**Run 1: sequential cells colored by netlist name**

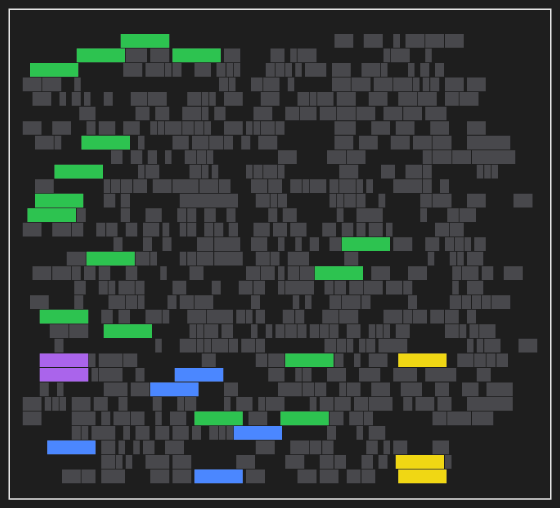
**Run 1: routed clock nets over the placement**

Scale bar: 20 um.
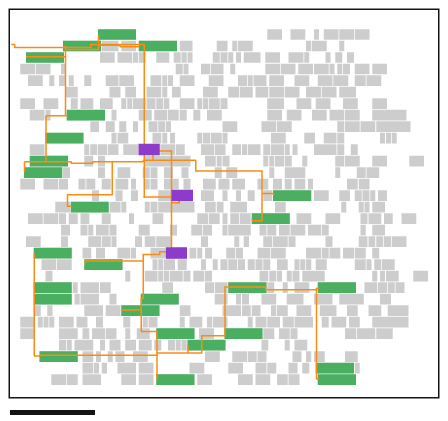
**Run 1: clock wiring as the flow saved it**

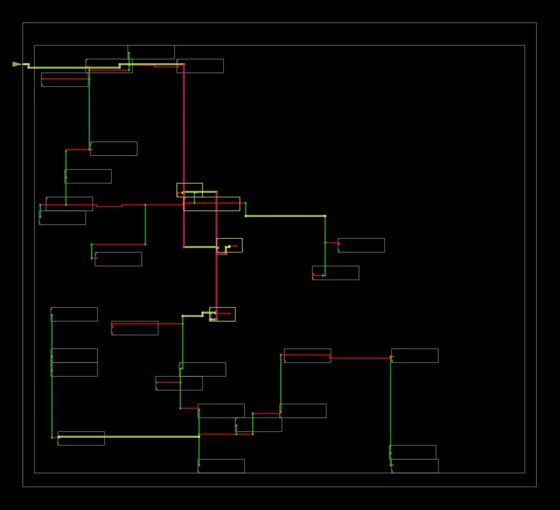
<file path="src/rtl/shift_seq_pkg.sv">
// ============================================================================
// shift_seq_pkg : shared types and constants for the sequential shifter
// Revision: 1.0
// ============================================================================
`default_nettype none

package shift_seq_pkg;

  localparam int DATA_W = 16;

  localparam logic [3:0] W0 = 4'd1;
  localparam logic [3:0] W1 = 4'd3;
  localparam logic [3:0] W2 = 4'd9;

  localparam logic [1:0] OP_SLL  = 2'b00;
  localparam logic [1:0] OP_SRA  = 2'b01;
  localparam logic [1:0] OP_ROR  = 2'b10;
  localparam logic [1:0] OP_RSVD = 2'b11;

  typedef enum logic [2:0] {
    ST_IDLE = 3'd0,
    ST_L0   = 3'd1,
    ST_L1   = 3'd2,
    ST_L2   = 3'd3,
    ST_DONE = 3'd4
  } state_e;

  typedef struct packed {
    logic       d2;
    logic [1:0] d1;
    logic [1:0] d0;
  } digits_t;

  // Base-3 split of the amount; the reserved op collapses to a no-op shift.
  function automatic digits_t decode_digits(input logic [3:0] shamt, input logic [1:0] op);
    digits_t d;
    d = '0;
    if (op != OP_RSVD) begin
      d.d0 = 2'(shamt % 4'd3);
      d.d1 = 2'((shamt / 4'd3) % 4'd3);
      d.d2 = (shamt >= 4'd9);
    end
    return d;
  endfunction

endpackage

`default_nettype wire

</file>
<file path="src/rtl/shift_sequencer_if.sv">
// ============================================================================
// shift_sequencer_if : request/response handshake bundle for shift_sequencer
// Revision: 1.0
// ============================================================================
`default_nettype none

interface shift_sequencer_if;

  logic                              req_valid;
  logic                              req_ready;
  logic [shift_seq_pkg::DATA_W-1:0]  req_data;
  logic [3:0]                        req_shamt;
  logic [1:0]                        req_op;
  logic                              resp_valid;
  logic                              resp_ready;
  logic [shift_seq_pkg::DATA_W-1:0]  resp_data;

  modport master (
    output req_valid, req_data, req_shamt, req_op, resp_ready,
    input  req_ready, resp_valid, resp_data
  );

  modport slave (
    input  req_valid, req_data, req_shamt, req_op, resp_ready,
    output req_ready, resp_valid, resp_data
  );

endinterface

`default_nettype wire

</file>
<file path="src/rtl/shift_seq_level.sv">
// ============================================================================
// shift_seq_level : one combinational shift level (SLL / SRA / ROR / pass)
// Revision: 1.0
// ============================================================================
`default_nettype none

module shift_seq_level
  import shift_seq_pkg::*;
(
  input  logic [DATA_W-1:0] data_i,
  input  logic [1:0]        op_i,
  input  logic [3:0]        amt_i,
  output logic [DATA_W-1:0] data_o
);

  logic [2*DATA_W-1:0] w_rot;
  logic [DATA_W-1:0]   w_sll;
  logic [DATA_W-1:0]   w_sra;

  assign w_rot = {data_i, data_i} >> amt_i;
  assign w_sll = data_i << amt_i;
  assign w_sra = DATA_W'($signed(data_i) >>> amt_i);

  always_comb begin
    data_o = data_i;
    case (op_i)
      OP_SLL:  data_o = w_sll;
      OP_SRA:  data_o = w_sra;
      OP_ROR:  data_o = w_rot[DATA_W-1:0];
      default: data_o = data_i;
    endcase
  end

endmodule

`default_nettype wire

</file>
<file path="src/rtl/shift_sequencer.sv">
// ============================================================================
// shift_sequencer : multi-cycle 16-bit shifter, one base-3 level per cycle.
// Build option: SHIFT_SEQ_SKIP_ZERO_EN skips levels whose digit is zero.
// Revision: 1.0
// ============================================================================
`default_nettype none

module shift_sequencer
  import shift_seq_pkg::*;
(
  input  logic              clk,
  input  logic              rst_n,
  shift_sequencer_if.slave  bus,
  output logic              busy
);

  state_e             state_q, state_d;
  logic [DATA_W-1:0]  work_q;
  logic [1:0]         op_q;
  digits_t            dig_q;

  digits_t            w_acc_dig;
  logic               w_accept;
  logic [3:0]         w_amt;
  logic [DATA_W-1:0]  w_level;
  state_e             w_start;
  state_e             w_after_l0;
  state_e             w_after_l1;

  assign w_acc_dig = decode_digits(bus.req_shamt, bus.req_op);
  assign w_accept  = bus.req_valid & bus.req_ready;

`ifdef SHIFT_SEQ_SKIP_ZERO_EN
  function automatic state_e next_level(input digits_t d, input logic [1:0] from);
    if ((from == 2'd0) && (d.d0 != 2'd0)) return ST_L0;
    if ((from <= 2'd1) && (d.d1 != 2'd0)) return ST_L1;
    if (d.d2) return ST_L2;
    return ST_DONE;
  endfunction

  assign w_start    = next_level(w_acc_dig, 2'd0);
  assign w_after_l0 = next_level(dig_q, 2'd1);
  assign w_after_l1 = next_level(dig_q, 2'd2);
`else
  assign w_start    = ST_L0;
  assign w_after_l0 = ST_L1;
  assign w_after_l1 = ST_L2;
`endif

  // Weighted amount for the level currently being applied.
  always_comb begin
    w_amt = 4'd0;
    case (state_q)
      ST_L0:   w_amt = {2'b00, dig_q.d0} * W0;
      ST_L1:   w_amt = {2'b00, dig_q.d1} * W1;
      ST_L2:   w_amt = dig_q.d2 ? W2 : 4'd0;
      default: w_amt = 4'd0;
    endcase
  end

  shift_seq_level u_level (
    .data_i (work_q),
    .op_i   (op_q),
    .amt_i  (w_amt),
    .data_o (w_level)
  );

  always_ff @(posedge clk or negedge rst_n) begin
    if (!rst_n) begin
      state_q <= ST_IDLE;
    end else begin
      state_q <= state_d;
    end
  end

  always_comb begin
    state_d = state_q;
    case (state_q)
      ST_IDLE: if (bus.req_valid) state_d = w_start;
      ST_L0:   state_d = w_after_l0;
      ST_L1:   state_d = w_after_l1;
      ST_L2:   state_d = ST_DONE;
      ST_DONE: if (bus.resp_ready) state_d = bus.req_valid ? w_start : ST_IDLE;
      default: state_d = ST_IDLE;
    endcase
  end

  always_comb begin
    bus.req_ready  = (state_q == ST_IDLE) | ((state_q == ST_DONE) & bus.resp_ready);
    bus.resp_valid = (state_q == ST_DONE);
    bus.resp_data  = work_q;
    busy           = (state_q != ST_IDLE);
  end

  always_ff @(posedge clk or negedge rst_n) begin
    if (!rst_n) begin
      work_q <= '0;
      op_q   <= '0;
      dig_q  <= '0;
    end else if (w_accept) begin
      work_q <= bus.req_data;
      op_q   <= bus.req_op;
      dig_q  <= w_acc_dig;
    end else if ((state_q == ST_L0) || (state_q == ST_L1) || (state_q == ST_L2)) begin
      work_q <= w_level;
    end
  end

endmodule

`default_nettype wire

</file>
<file path="src/flat_wrapper.sv">
// flat-port wrapper written by rule: the top's interface ports become plain ports
module shift_sequencer_flat import shift_seq_pkg::*;
  (clk, rst_n, busy, bus_req_valid, bus_req_data, bus_req_shamt, bus_req_op, bus_resp_ready, bus_req_ready, bus_resp_valid, bus_resp_data);
  shift_sequencer_if bus_i ();
  input  logic clk;
  input  logic rst_n;
  output logic busy;
  input wire logic [$bits(bus_i.req_valid)-1:0] bus_req_valid;
  input wire logic [$bits(bus_i.req_data)-1:0] bus_req_data;
  input wire logic [$bits(bus_i.req_shamt)-1:0] bus_req_shamt;
  input wire logic [$bits(bus_i.req_op)-1:0] bus_req_op;
  input wire logic [$bits(bus_i.resp_ready)-1:0] bus_resp_ready;
  output wire logic [$bits(bus_i.req_ready)-1:0] bus_req_ready;
  output wire logic [$bits(bus_i.resp_valid)-1:0] bus_resp_valid;
  output wire logic [$bits(bus_i.resp_data)-1:0] bus_resp_data;
  assign bus_i.req_valid = bus_req_valid;
  assign bus_i.req_data = bus_req_data;
  assign bus_i.req_shamt = bus_req_shamt;
  assign bus_i.req_op = bus_req_op;
  assign bus_i.resp_ready = bus_resp_ready;
  assign bus_req_ready = bus_i.req_ready;
  assign bus_resp_valid = bus_i.resp_valid;
  assign bus_resp_data = bus_i.resp_data;
  shift_sequencer u_core (.clk(clk), .rst_n(rst_n), .bus(bus_i), .busy(busy));
endmodule
</file>
<file path="config.mk">
export PLATFORM = sky130hd
export DESIGN_NAME = shift_sequencer_flat
export DESIGN_NICKNAME = d
export VERILOG_FILES = /design/src/rtl/shift_seq_pkg.sv /design/src/rtl/shift_sequencer_if.sv /design/src/rtl/shift_seq_level.sv /design/src/rtl/shift_sequencer.sv /design/src/flat_wrapper.sv
export SDC_FILE = /design/constraint.sdc
export NUM_CORES = 1
export LEC_CHECK = 0
export CAP_MARGIN = 15
export CORE_ASPECT_RATIO = 0.9
export CORE_MARGIN = 2
export CORE_UTILIZATION = 45
export CTS_CLUSTER_SIZE = 16
export DETAILED_ROUTE_END_ITERATION = 8
export PLACE_DENSITY = 0.66
export SLEW_MARGIN = 25
export SYNTH_ARGS = -nofsm -noshare
export SYNTH_HDL_FRONTEND = slang
export SYNTH_SLANG_ARGS = --single-unit
</file>
<file path="constraint.sdc">
create_clock -name clk -period 4.1 [get_ports clk]
set_input_delay 0.82 -clock clk [delete_from_list [all_inputs] [get_ports clk]]
set_output_delay 0.82 -clock clk [all_outputs]
set_load 0.1 [all_outputs]
</file>
==> ci_impl_report.md, run 1 <==
### Metrics collected by this job

| Metric | Value |
|---|---|
| Max capacitance violation total | `0` |
| Final number of hold-violating endpoints | `0` |
| Cell class with the largest area share | `logic gates` |
| Number of setup violations in the final report | `0` |
| Capture point of the worst path | `u_core.dig_q[3]$_DFFE_PN0P_` |
| Worst-case setup margin in the final layout | `688 ps` |
| Synthesis-stage register bit count | `26` |
| Number of distinct library cells after synthesis | `81` |
| Avg Cell Area, Syn | `7.59 um^2` |
| CP Class | `in -> reg` |
| M2 GR Usage | `45.7%` |
| Post-synth ARST share | `100%` |
| Area share, top type | `between 10% and 20%` |
| Layout cells sized above 1 | `10.4%` |
| Result of the run | `completed` |
| Total cell area at the placement stage | `around 4300 um^2` |
| Total vias in the final route | `4427` |
| Chip Height | `around 91 um` |
| Worst hold start | `u_core.dig_q[0]$_DFFE_PN0P_` |
| Post-Synthesis Net Count | `between 500 and 600` |
| Dominant logic cell types in the final layout | `mux2i_1, nand2_1, clkdlybuf4s50_1, nor2_1, o21ai_0` |
| Overall die area | `9260 um^2` |
| Log Warnings | `29` |
| Tapcell Cnt | `between 90 and 100` |
| Capture endpoint of the worst hold path | `u_core.dig_q[0]$_DFFE_PN0P_` |
| Crit path buf inv count | `5` |
| Horiz. Die Dim | `between 100 and 150 um` |
| Clock tree buffer depth | `2` |
| Cycle use final | `83.2%` |
| Utilization after layout | `53.6%` |
| Simple-gate area share of the yosys netlist | `23.0%` |
| Final ANT Viol Nets | `0` |
| Post-synth EDFFs | `0` |
| Worst hold path type | `reg -> reg` |
| Wire length after detailed routing | `15200 um` |
| Post-layout net count | `563` |
| Warnings, synthesis | `0` |
| Fillers | `806` |
| Achievable frequency | `between 0.2 and 0.3 GHz` |
| Post-route non-filler standard cell count | `around 630` |
| Met1 routed wirelength after detailed routing | `6350 um` |
| Most Frequent Cell on Critical Path | `ha_1` |
| Commonest cells in the synthesized netlist | `mux2i_1, nand2_1, nor2_1` |
| Top metal layer carrying routed signals | `met4` |
| Dominant non-sequential cell family after synthesis | `AND-OR/OR-AND gates` |
| Placeable core region | `8150 um^2` |
| Comb area share | `65.6%` |
Notes on 'sequential cells colored by netlist name' above:
yellow -> `u_core.state_q`  # flops 3
purple -> `u_core.op_q`  # flops 2
blue -> `u_core.dig_q`  # flops 5
green -> `u_core.bus.resp_data`  # flops 16

Notes on 'routed clock nets over the placement' above:
green -> flip-flops  # count 26
purple -> cells driving clock nets  # count 3
orange -> clock wires  # length 478 um
flops lie = widely spread
routed clock nets = 4

Notes on 'clock wiring as the flow saved it' above:
number of sinks on the clock net: 26
CLK BUF: 3

==> run 1 -> run 2 <==
==> constraint.sdc (replaced) <==
create_clock -name clk -period 3.4 [get_ports clk]
set_input_delay 0.68 -clock clk [delete_from_list [all_inputs] [get_ports clk]]
set_output_delay 0.68 -clock clk [all_outputs]
set_load 0.1 [all_outputs]
**Run 2: clock wiring as the flow saved it**

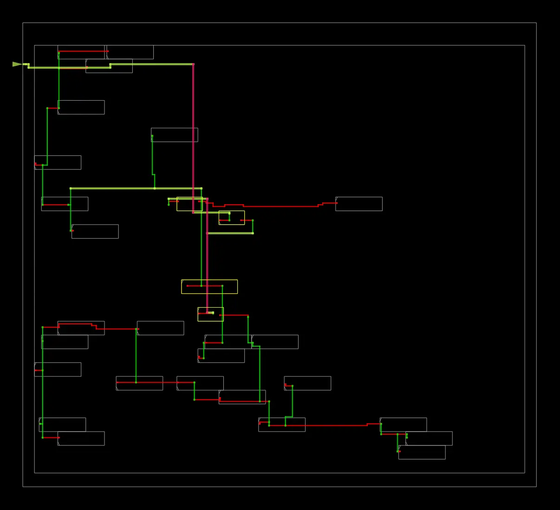
sequential cell count: 26
clock network latency to the later pin of the worst-skew pair: 290 ps
number of CTS-inserted buffers: 3

==> run 2 against run 1 <==
Net effect:
- flip-flop count did not move
- sequential share of layout area fell by 0.24 points
- final cell count rose by 1.6%
- die size did not move
- worst hold slack got worse by 7.9 ps
- via count rose by 1.1%
- non-clock buffer count rose by 10
- area after synthesis did not move
- utilization rose by 0.86 points
==> ci_impl_report.md, run 2 <==
### Metrics collected by this job

| Metric | Value |
|---|---|
| Overall die area | `9260 um^2` |
| Log Warnings | `29` |
| Clock tree buffer depth | `2` |
| Crit path buf inv count | `2` |
| Dominant logic cell types in the final layout | `mux2i_1, nand2_1, buf_4, nor2_1, o21ai_0` |
| Final number of hold-violating endpoints | `0` |
| Area share, top type | `17.0%` |
| Fillers | `806` |
| Chip Height | `91.5 um` |
| Total cell area at the placement stage | `4360 um^2` |
| Max capacitance violation total | `0` |
| CLK BUF | `3` |
| Synthesis-stage register bit count | `26` |
| Met1 routed wirelength after detailed routing | `around 6700 um` |
| Commonest cells in the synthesized netlist | `mux2i_1, nand2_1, nor2_1` |
| Utilization after layout | `54.5%` |
| Number of distinct library cells after synthesis | `around 80` |
| CP Class | `reg -> reg` |
| Post-synth EDFFs | `0` |
| Horiz. Die Dim | `101 um` |
| Final ANT Viol Nets | `0` |
| Tapcell Cnt | `roughly 99` |
| Worst hold start | `u_core.dig_q[3]$_DFFE_PN0P_` |
| Dominant non-sequential cell family after synthesis | `AND-OR/OR-AND gates` |
| Placeable core region | `8150 um^2` |
| Achievable frequency | `0.319 GHz` |
| Simple-gate area share of the yosys netlist | `23.0%` |
| Wire length after detailed routing | `15500 um` |
| Warnings, synthesis | `0` |
| Cycle use final | `92.3%` |
| Layout cells sized above 1 | `between 15 and 20%` |
| M2 GR Usage | `46.5%` |
| Capture endpoint of the worst hold path | `u_core.dig_q[3]$_DFFE_PN0P_` |
| Capture point of the worst path | `u_core.bus.resp_data[5]$_DFFE_PN0P_` |
| Top metal layer carrying routed signals | `met4` |
| Avg Cell Area, Syn | `roughly 7.6 um^2` |
| Result of the run | `completed` |
| Cell class with the largest area share | `logic gates` |
